[src/rtl/ctrl_pkg.sv]
// Shared encodings for the multicycle main controller: FSM states, opcode/cmd
// fields, ALU operation codes and datapath mux selects.
package ctrl_pkg;

    typedef enum logic [3:0] {
        S_FETCH  = 4'd0,
        S_DECODE = 4'd1,
        S_MEMADR = 4'd2,
        S_MEMRD  = 4'd3,
        S_MEMWB  = 4'd4,
        S_MEMWR  = 4'd5,
        S_EXECR  = 4'd6,
        S_EXECI  = 4'd7,
        S_ALUWB  = 4'd8,
        S_BRANCH = 4'd9
    } state_e;

    localparam logic [1:0] OP_DP  = 2'b00;
    localparam logic [1:0] OP_MEM = 2'b01;
    localparam logic [1:0] OP_BR  = 2'b10;

    localparam logic [3:0] CMD_AND = 4'b0000;
    localparam logic [3:0] CMD_SUB = 4'b0010;
    localparam logic [3:0] CMD_ADD = 4'b0100;
    localparam logic [3:0] CMD_CMP = 4'b1010;
    localparam logic [3:0] CMD_ORR = 4'b1100;

    localparam logic [1:0] ALUC_ADD = 2'b00;
    localparam logic [1:0] ALUC_SUB = 2'b01;
    localparam logic [1:0] ALUC_AND = 2'b10;
    localparam logic [1:0] ALUC_ORR = 2'b11;

    localparam logic [1:0] SRCA_REG = 2'b00;
    localparam logic [1:0] SRCA_PC  = 2'b01;

    localparam logic [1:0] SRCB_REG  = 2'b00;
    localparam logic [1:0] SRCB_IMM  = 2'b01;
    localparam logic [1:0] SRCB_FOUR = 2'b10;

    localparam logic [1:0] RES_ALUOUT = 2'b00;
    localparam logic [1:0] RES_DATA   = 2'b01;
    localparam logic [1:0] RES_ALU    = 2'b10;

endpackage

[src/rtl/alu_decode.sv]
// ALU decoder: maps the data-processing cmd/S bits to an ALU operation and the
// unconditioned flag-write enables.
module alu_decode
    import ctrl_pkg::*;
(
    input  logic       ALUOp,
    input  logic [5:0] Funct,
    output logic [1:0] ALUControl,
    output logic [1:0] FlagW
);

    logic known_cmd;
    logic funct_unused;

    // Funct[5] (immediate select) only steers the FSM, not the ALU.
    assign funct_unused = Funct[5];

    always_comb begin
        ALUControl = ALUC_ADD;
        FlagW      = 2'b00;
        known_cmd  = 1'b0;
        if (ALUOp) begin
            known_cmd = 1'b1;
            case (Funct[4:1])
                CMD_ADD: ALUControl = ALUC_ADD;
                CMD_SUB: ALUControl = ALUC_SUB;
                CMD_AND: ALUControl = ALUC_AND;
                CMD_ORR: ALUControl = ALUC_ORR;
                CMD_CMP: ALUControl = ALUC_SUB;
                default: begin
                    ALUControl = ALUC_ADD;
                    known_cmd  = 1'b0;
                end
            endcase
            if (known_cmd) begin
                FlagW[1] = Funct[0];
                FlagW[0] = Funct[0] &
                           ((ALUControl == ALUC_ADD) || (ALUControl == ALUC_SUB));
            end
        end
    end

endmodule

[src/rtl/multicycle_main_controller.sv]
// Moore main FSM for the multicycle processor. Write enables are unconditioned;
// the downstream condition-check block gates them with CondEx.
module multicycle_main_controller
    import ctrl_pkg::*;
#(
    parameter int STATE_W = 4
) (
    input  logic               clk,
    input  logic               reset,
    input  logic [31:0]        Instr,
    output logic               IRWrite,
    output logic               NextPC,
    output logic               AdrSrc,
    output logic [1:0]         ALUSrcA,
    output logic [1:0]         ALUSrcB,
    output logic [1:0]         ALUControl,
    output logic [1:0]         ResultSrc,
    output logic [1:0]         FlagW,
    output logic               PCS,
    output logic               RegW,
    output logic               MemW,
    output logic [STATE_W-1:0] State
);

    state_e     state_q, state_d;
    logic [1:0] op;
    logic [5:0] funct;
    logic [3:0] rd;
    logic       instr_unused;

    logic       irwrite_c, nextpc_c, adrsrc_c, aluop_c, branch_c, regw_c, memw_c;
    logic [1:0] alusrca_c, alusrcb_c, resultsrc_c;
    logic [1:0] alucontrol_c, flagw_c;

    assign op           = Instr[27:26];
    assign funct        = Instr[25:20];
    assign rd           = Instr[15:12];
    assign instr_unused = ^{Instr[31:28], Instr[19:16], Instr[11:0]};

    always_ff @(posedge clk or posedge reset) begin
        if (reset) state_q <= S_FETCH;
        else       state_q <= state_d;
    end

    always_comb begin
        state_d     = S_FETCH;
        irwrite_c   = 1'b0;
        nextpc_c    = 1'b0;
        adrsrc_c    = 1'b0;
        alusrca_c   = SRCA_REG;
        alusrcb_c   = SRCB_REG;
        resultsrc_c = RES_ALUOUT;
        aluop_c     = 1'b0;
        branch_c    = 1'b0;
        regw_c      = 1'b0;
        memw_c      = 1'b0;
        case (state_q)
            S_FETCH: begin
                state_d     = S_DECODE;
                irwrite_c   = 1'b1;
                nextpc_c    = 1'b1;
                alusrca_c   = SRCA_PC;
                alusrcb_c   = SRCB_FOUR;
                resultsrc_c = RES_ALU;
            end
            S_DECODE: begin
                // Second PC+4 yields PC+8, the architectural PC read value.
                alusrca_c   = SRCA_PC;
                alusrcb_c   = SRCB_FOUR;
                resultsrc_c = RES_ALU;
                case (op)
                    OP_MEM:  state_d = S_MEMADR;
                    OP_DP:   state_d = funct[5] ? S_EXECI : S_EXECR;
                    OP_BR:   state_d = S_BRANCH;
                    default: state_d = S_FETCH;
                endcase
            end
            S_MEMADR: begin
                state_d   = funct[0] ? S_MEMRD : S_MEMWR;
                alusrcb_c = SRCB_IMM;
            end
            S_MEMRD: begin
                state_d  = S_MEMWB;
                adrsrc_c = 1'b1;
            end
            S_MEMWB: begin
                resultsrc_c = RES_DATA;
                regw_c      = 1'b1;
            end
            S_MEMWR: begin
                adrsrc_c = 1'b1;
                memw_c   = 1'b1;
            end
            S_EXECR: begin
                state_d = S_ALUWB;
                aluop_c = 1'b1;
            end
            S_EXECI: begin
                state_d   = S_ALUWB;
                alusrcb_c = SRCB_IMM;
                aluop_c   = 1'b1;
            end
            S_ALUWB: begin
                regw_c = (funct[4:1] != CMD_CMP);
            end
            S_BRANCH: begin
                alusrcb_c   = SRCB_IMM;
                resultsrc_c = RES_ALU;
                branch_c    = 1'b1;
            end
            default: state_d = S_FETCH;
        endcase
    end

    alu_decode u_alu_decode (
        .ALUOp      (aluop_c),
        .Funct      (funct),
        .ALUControl (alucontrol_c),
        .FlagW      (flagw_c)
    );

    // Everything is held low while reset is asserted, including mux selects.
    always_comb begin
        IRWrite    = ~reset & irwrite_c;
        NextPC     = ~reset & nextpc_c;
        AdrSrc     = ~reset & adrsrc_c;
        ALUSrcA    = reset ? 2'b00 : alusrca_c;
        ALUSrcB    = reset ? 2'b00 : alusrcb_c;
        ALUControl = reset ? 2'b00 : alucontrol_c;
        ResultSrc  = reset ? 2'b00 : resultsrc_c;
        FlagW      = reset ? 2'b00 : flagw_c;
        RegW       = ~reset & regw_c;
        MemW       = ~reset & memw_c;
        PCS        = ~reset & (branch_c | (regw_c & (rd == 4'd15)));
        State      = '0;
        State[3:0] = reset ? 4'd0 : state_q;
    end

endmodule

[config.mk]
export PLATFORM = sky130hd
export DESIGN_NAME = multicycle_main_controller
export DESIGN_NICKNAME = d
export VERILOG_FILES = /design/src/rtl/ctrl_pkg.sv /design/src/rtl/alu_decode.sv /design/src/rtl/multicycle_main_controller.sv
export SDC_FILE = /design/constraint.sdc
export NUM_CORES = 1
export LEC_CHECK = 0
export ABC_AREA = 1
export CORE_ASPECT_RATIO = 1.4
export CORE_MARGIN = 2
export CORE_UTILIZATION = 23
export CTS_CLUSTER_SIZE = 24
export DETAILED_ROUTE_END_ITERATION = 10
export PLACE_DENSITY = 0.74
export REMOVE_ABC_BUFFERS = 1
export SYNTH_ARGS = -nofsm -noshare
export SYNTH_HDL_FRONTEND = slang
export SYNTH_SLANG_ARGS = --single-unit
[constraint.sdc]
create_clock -name clk -period 1.2 [get_ports clk]
set_input_delay 0.3 -clock clk [delete_from_list [all_inputs] [get_ports clk]]
set_output_delay 0.3 -clock clk [all_outputs]
set_load 0.05 [all_outputs]
Figure 1. The metal 1 layer.
Scale bar: 10 um. Cells faint in the background.
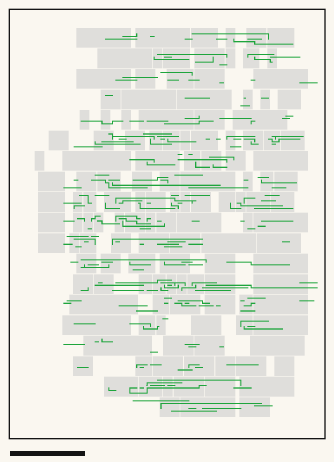
longest straight run: 16.6 um
share of all routed wire: 28%
main direction: horizontal

Figure 2. Met2 routing.
Scale bar: 10 um. Cells faint in the background.
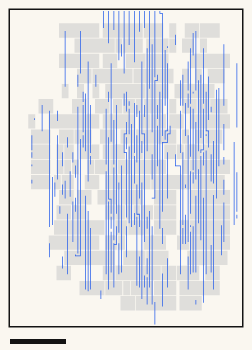
share of all routed wire: 63%
wire length on this layer: 1370 um
main direction: vertical
nets with wire on the layer: 139
longest straight run: 26.2 um

Figure 3. M3 wires.
Scale bar: 10 um. Cells faint in the background.
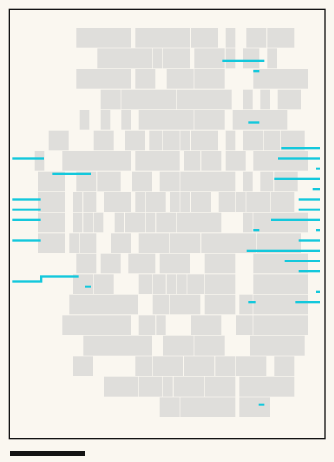
longest straight run: 9.40 um
wire length on this layer: 90.2 um
nets with wire on the layer: 25

==> flow_metrics.tcl <==
# implementation run metrics
set metrics [dict create \
    syn_to_final_growth_pct 200 \
    pg_clk_uw 168 \
    antenna_found_initial 0 \
    violations "negative setup slack" \
    outcome "finished, violations left" \
    ys_types 20 \
    htree_levels 1 \
    drt-met1-wl_um 622 \
    drt-pass1-iter-count 2 \
    crit_path_end_kind "output pin" \
    fin_crit_ns 1.79 \
    gr-usage-met1_pct 11.5 \
    synthCells 78 \
    xor_share_pct 0 \
    area_leaders "dfrtp_1 (22%), nand2_1 (12%), nor2_1 (12%), inv_1 (11%), nand3_1 (8.8%)" \
    seq_area_um2 100 \
    grt_pass1_vias 701 \
    p_per_area_nw_per_um2 2090 \
    setup_viol 19 \
    final.setup_skew_ns 0.00512 \
    dp.cells 147 \
    grt_overflow_total 0 \
    root_buffer "clkbuf_4" \
    antenna_cells 0 \
    clockBufferDepth 2 \
    switching_share_pct 48.4 \
    cellLeakagePower_uw 0.000614 \
    maxCapViolCount 0 \
    place_hpwl_um 1390 \
    die_x_um 41.7 \
    via_per_inst 4.68 \
    logic_area_um2 417 \
    muxShareOfSynthArea_pct 0 \
    wl_met3_um 90 \
    comb_cells 55 \
    drt_iter0_drc 9 \
    insertion_delay_ns 0.24 \
    clock_sinks 4 \
    slew_violations 0 \
    grt_pass1_wl_um 2760 \
    yosys_warnings 0 \
    instances_no_fill 157 \
    hold_viol_final 0 \
    crit_path_max_fanout 3 \
    edf_count 0 \
    io_buffers 32 \
    fa_ha_area_share_pct 0 \
    antenna_left 0 \
    cts-resized-gates 36 \
    die_y_um 56.7 \
    nonClockBufferCount 59 \
    cp.required_ns 0.90 \
    fin_area_um2 1370 \
    yosysTopAreaCell "dfrtp_1" \
    ff_type "dfrtp_1" \
    ys_top_logic_family "simple AND/OR/NAND/NOR gates" \
    synthArstFlopShare_pct 100 \
    grt_max_degree 6 \
    post-route-period-util_pct 149 \
    whs_ns 0.298 \
    cts_tree "yes" \
    clockPowerShare_pct 5.9 \
    dr_total_vias 735 \
    fp_util_pct 23.7 \
    clkbuf_count 3 \
    drt_wl_total_um 2190 \
    top_layer_used "met4" \
    worstSetupPathType "reg -> out" \
    power.group.top "combinational cells" \
    comb_power_share_pct 84.8 \
    netlist_area_um2 457 \
    dp_slack_ns -0.731 \
    top_cells_by_count "nand2_1 (14), nor2_1 (14), inv_1 (13)" \
    final-clk-cell-share_pct 1.65 \
    worstPathArrival_ns 1.49 \
    seq_area_frac_synth_pct 21.9 \
    final.fill_count 149 \
    grt_util_met2_pct 32.4 \
    buf_share_pct 54.0 \
    powerSeq_uw 266 \
    seq_share_pct 7.31 \
    p_int_uw 1470 \
    dieArea_um2 2360 \
    finalWorstSetupSlack_ns -0.592 \
    ys_area_um2 457 \
    comb_share_pct 30.4 \
]
Figure 4. Routing congestion.
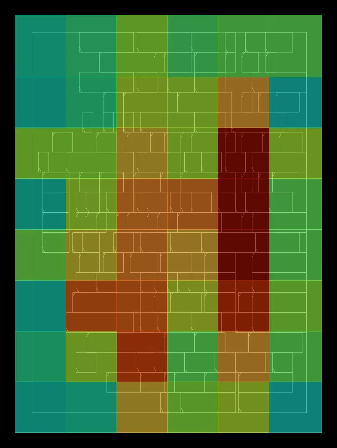
GRT Total Usage: 15.2%
gr busiest metal: met2

Figure 5. Ports around the boundary.
Scale bar: 10 um. Pins as bars across the die edge, other pins in grey.
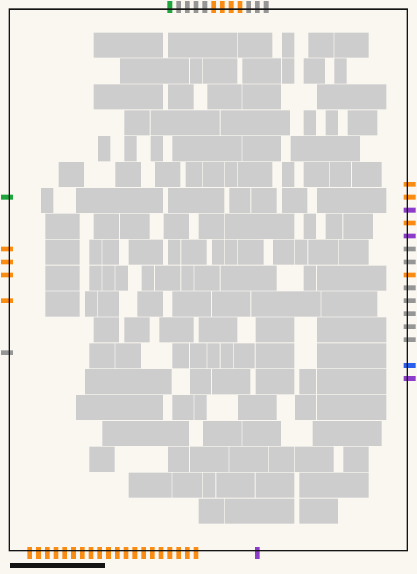
[State] purple | pins: 4 | direction: output | edge: 3 right, 1 bottom
[Instr] orange | pins: 32 | direction: input | edge: 20 bottom, 4 top, 4 left, 4 right
[reset] blue | pins: 1 | direction: input | edge: right
[ALUSrcA] green | pins: 2 | direction: output | edge: 1 top, 1 left
all pins by edge: 21 bottom, 15 right, 12 top, 6 left

## kinds of logic after synthesis
kind of cell	after synthesis
AND/OR/NAND/NOR	42
buffers and inverters	19
other	1
flip-flops	4
AND-OR/OR-AND	12
## worst paths after layout
kind,start,endpoint,slack [ns],cells past startpoint
setup / recovery,state_q[1],ALUSrcB[0],-0.59,5
hold / removal,reset,state_q[0],0.30,3
setup reg to reg,state_q[1],state_q[2],0,5
hold reg to reg,state_q[0],state_q[0],0.68,2
max in group asynchronous,reset,state_q[3],0.79,3
min in group clk,state_q[0],state_q[0],0.68,2
## critical path, stage by stage (launching register included)
cell and delay [ns]:
dfrtp_1 0.42, buf_6 0.14, buf_4 0.11, nand3_1 0.12
a31oi_2 0.29, buf_12 0.18
